Signal wires on met2:
Scale: 2 px per um. Cells faint in the background.
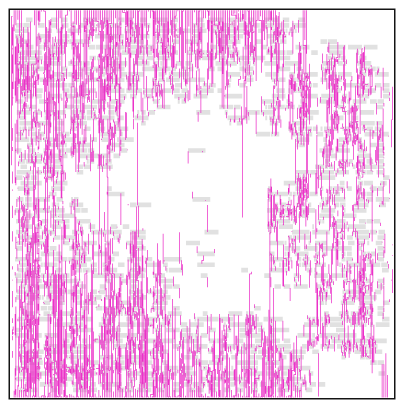
Ports around the boundary:
Scale: 2 px per um. Pins as bars across the die edge, other pins in gray.
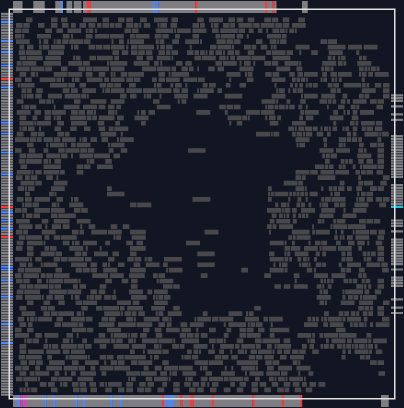
==> src/rtl/de_pipe_reg.sv <==
// Decode->execute pipeline register: resolves forwarded operands, latches D into E,
// inserts hazard bubbles, and tracks stall/flush counts and a sticky stall timeout.
module de_pipe_reg #(
    parameter int unsigned CTRL_W    = 16,
    parameter int unsigned MAX_STALL = 15,
    parameter int unsigned CNT_W     = 32
) (
    input  logic              clk,
    input  logic              rst,
    input  logic              hold,
    input  logic              flush,
    input  logic              d_available,
    input  logic [1:0]        forward_d_q1,
    input  logic [1:0]        forward_d_q2,
    input  logic              d_valid,
    input  logic [31:0]       d_pc,
    input  logic [31:0]       d_qa_rf,
    input  logic [31:0]       d_qb_rf,
    input  logic [31:0]       e_aluout,
    input  logic [31:0]       m_aluout,
    input  logic [31:0]       m_memout,
    input  logic [31:0]       d_imm,
    input  logic [CTRL_W-1:0] d_ctrl,
    input  logic [4:0]        d_rn,
    input  logic              d_wreg,
    input  logic              d_m2reg,
    input  logic              d_setcond,
    input  logic [3:0]        d_jmp,
    output logic              e_valid,
    output logic [31:0]       e_pc,
    output logic [31:0]       e_qa,
    output logic [31:0]       e_qb,
    output logic [31:0]       e_imm,
    output logic [CTRL_W-1:0] e_ctrl,
    output logic [4:0]        e_rn,
    output logic              e_wreg,
    output logic              e_m2reg,
    output logic              e_setcond,
    output logic [3:0]        e_jmp,
    output logic              d_stall,
    output logic [CNT_W-1:0]  stall_cnt,
    output logic [CNT_W-1:0]  flush_cnt,
    output logic              stall_timeout
);

    typedef enum logic {RUN, STALL} state_t;

    localparam logic [3:0] JMP_NEVER   = 4'h0;
    localparam logic [7:0] STALL_LIMIT = 8'(MAX_STALL);

    state_t      state, state_nxt;
    logic [7:0]  run_len, run_len_nxt;
    logic        timeout_nxt;
    logic        bubble;
    logic [31:0] qa, qb;

    always_comb begin
        unique case (forward_d_q1)
            2'b00:   qa = d_qa_rf;
            2'b01:   qa = e_aluout;
            2'b10:   qa = m_memout;
            default: qa = m_aluout;
        endcase
        unique case (forward_d_q2)
            2'b00:   qb = d_qb_rf;
            2'b01:   qb = e_aluout;
            2'b10:   qb = m_memout;
            default: qb = m_aluout;
        endcase
    end

    // A flushed instruction is discarded, so it never needs to wait for operands.
    assign bubble  = d_valid & ~d_available & ~flush;
    assign d_stall = hold | bubble;

    always_comb begin
        state_nxt   = state;
        run_len_nxt = run_len;
        timeout_nxt = stall_timeout;
        if (flush) begin
            state_nxt   = RUN;
            run_len_nxt = '0;
        end else if (bubble) begin
            state_nxt = STALL;
            if (state == RUN)
                run_len_nxt = 8'd1;
            else if (run_len != 8'hFF)
                run_len_nxt = run_len + 8'd1;
            if (run_len == STALL_LIMIT)
                timeout_nxt = 1'b1;
        end else begin
            state_nxt   = RUN;
            run_len_nxt = '0;
        end
    end

    always_ff @(posedge clk) begin
        if (rst) begin
            state         <= RUN;
            run_len       <= '0;
            stall_timeout <= 1'b0;
            stall_cnt     <= '0;
            flush_cnt     <= '0;
            e_valid       <= 1'b0;
            e_pc          <= '0;
            e_qa          <= '0;
            e_qb          <= '0;
            e_imm         <= '0;
            e_ctrl        <= '0;
            e_rn          <= '0;
            e_wreg        <= 1'b0;
            e_m2reg       <= 1'b0;
            e_setcond     <= 1'b0;
            e_jmp         <= JMP_NEVER;
        end else if (!hold) begin
            state         <= state_nxt;
            run_len       <= run_len_nxt;
            stall_timeout <= timeout_nxt;
            if (flush || bubble) begin
                // Producer flags must drop so hazard_cu releases the stall next cycle.
                e_valid   <= 1'b0;
                e_pc      <= '0;
                e_qa      <= '0;
                e_qb      <= '0;
                e_imm     <= '0;
                e_ctrl    <= '0;
                e_rn      <= '0;
                e_wreg    <= 1'b0;
                e_m2reg   <= 1'b0;
                e_setcond <= 1'b0;
                e_jmp     <= JMP_NEVER;
                if (flush) begin
                    if (d_valid)
                        flush_cnt <= flush_cnt + 1'b1;
                end else begin
                    stall_cnt <= stall_cnt + 1'b1;
                end
            end else begin
                e_valid   <= d_valid;
                e_pc      <= d_pc;
                e_qa      <= qa;
                e_qb      <= qb;
                e_imm     <= d_imm;
                e_ctrl    <= d_ctrl;
                e_rn      <= d_rn;
                e_wreg    <= d_wreg & d_valid;
                e_m2reg   <= d_m2reg & d_valid;
                e_setcond <= d_setcond & d_valid;
                e_jmp     <= d_jmp;
            end
        end
    end

endmodule

==> config.mk <==
export PLATFORM = sky130hd
export DESIGN_NAME = de_pipe_reg
export DESIGN_NICKNAME = d
export VERILOG_FILES = /design/src/rtl/de_pipe_reg.sv
export SDC_FILE = /design/constraint.sdc
export NUM_CORES = 1
export LEC_CHECK = 0
export CAP_MARGIN = 10
export CORE_AREA = 2 2 190 192
export DETAILED_ROUTE_END_ITERATION = 6
export DIE_AREA = 0 0 192 194
export HOLD_SLACK_MARGIN = 0.15
export PLACE_DENSITY = 0.62
export REMOVE_ABC_BUFFERS = 1
export SKIP_CTS_REPAIR_TIMING = 1
export SLEW_MARGIN = 40
export SYNTH_ARGS = -nofsm -noshare
export SYNTH_HDL_FRONTEND = slang
export SYNTH_SLANG_ARGS = --single-unit
==> constraint.sdc <==
create_clock -name clk -period 2.9 [get_ports clk]
set_input_delay 0.435 -clock clk [delete_from_list [all_inputs] [get_ports clk]]
set_output_delay 0.435 -clock clk [all_outputs]
set_load 0.005 [all_outputs]
==> out/metrics.csv <==
stage;metric;value;unit
clock_network;clock-sinks;231;
yosys;syn-instance-count;1034;
global_route;antenna_found_initial;21;
route;drc_errors;0;
yosys;synthMuxAreaShare;0.146;
die;die-height;194;um
setup_path;cp-start-kind;input port;
die;dieArea;37200;sq um
route;ant_nets;0;
route;drtIter0Drc;675;
clock_network;clkTransAtPathRegs;0.06;ns
power_and_ir_drop;ir_drop;0.422;mV
placement;port_buffers;484;
timing;relSlewSlack;0.502;
final_layout;final_layout_top_logic_cell;clkdlybuf4s50_1;
yosys;async_flop_share;0;
clock_network;htree_levels;1;
route;drt-vias-per-instance;5.20;
yosys;netlist_top_cells_area;dfxtp_1 45%, mux4_2 14%, a22oi_1 11%;
route;wl_per_cell;20.5;um
yosys;yosysTopAreaCell;dfxtp_1;
route;num_vias;10300;
clock_network;cts_buffers;28;
worst_hold_path;holdPathStages;2;
setup_path;critPathRequiredTime;2.47;ns
setup_path;cpMostUsedCell;clkdlybuf4s50_1;
run_status;status;completed;
yosys;top_logic_kind;AND-OR/OR-AND gates;
setup_path;crit_arrival;1.99;ns
yosys;yosys-top-cells-count;231 x dfxtp_1, 187 x nor2_1, 154 x a22oi_1;
setup_path;slowest_stage;clkdlybuf4s50_1;
worst_hold_path;min_path_type;input port to flop;
-- 'signal wires on met2' (at the start) --
nets with wire on the layer: 1534
wire length on this layer: 20.2 mm
main direction: vertical
longest straight run: 83.6 um

-- 'ports around the boundary' (at the start) --
[magenta] `forward_d_q2` | pins: 2 | direction: input | edge: south
[blue] `e_qa` | pins: 32 | direction: output | edge: 18 west, 11 south, 3 north
[cyan] `d_m2reg` | pins: 1 | direction: input | edge: east
[red] `d_ctrl` | pins: 16 | direction: input | edge: 8 south, 5 north, 3 west
all pins by edge: 161 south, 141 west, 130 north, 53 east

worst reg2reg max path, stage by stage (launching register included):
cell	delay [ns]
dfxtp_1	0.47
nand4_1	0.14
or4_1	0.85
nor4_1	0.43
mux2_2	0.37
stage by stage:
| stage | hold slack [ns] | TNS, ns | instance area (sq um) | power, W |
|---|---|---|---|---|
| 3_3_place_gp | 0.465 | 0 | 15600 | 0.00445 |
| 6_report | 0.373 | 0 | 16600 | 0.00809 |
| 2_1_floorplan | 0.461 | -958.62 | 9890 | 0.00370 |
| 4_1_cts | 0.353 | 0 | 16600 | 0.00820 |
| 3_5_place_dp | 0.478 | 0 | 15600 | 0.00446 |
| 5_1_grt | 0.382 | 0 | 16600 | 0.00842 |
state kept, by name (all words and copies together), names as in the netlist:
signal         cells
e_ctrl            16
e_imm             32
e_jmp              4
e_m2reg            1
e_pc              32
e_qa              32
e_qb              32
e_rn               5
e_setcond          1
e_valid            1
e_wreg             1
flush_cnt         32
run_len            8
stall_cnt         32
stall_timeout      1
state              1
layer usage:
metal / GRT usage / up-vias / wire length [um]
li1: - / 4855 / -
met1: 0.234 / 4976 / 15200
met2: 0.359 / 367 / 20200
met3: 0.0766 / 83 / 3680
met4: 0.0978 / 8 / 1490
met5: 0 / - / 53
where the power goes:
| part | switching, W | internal, W | total (W) |
|---|---|---|---|
| clock | 0.00142 | 0.00227 | 0.00369 |
| sequential | 0.0000445 | 0.00325 | 0.00330 |
| combinational | 0.000413 | 0.000682 | 0.00109 |
cell type report:
type	count	area, sq um
Clock buffer	43	888
Tap cell	461	577
Sequential cell	231	4620
Inverter	10	37.5
Multi-Input combinational cell	700	5230
Timing Repair Buffer	510	5130
Antenna cell	16	40.0
Fill cell	3253	18600
Clock inverter	9	97.6
Power figures rest on the tool's default switching activity, not on a simulated workload.
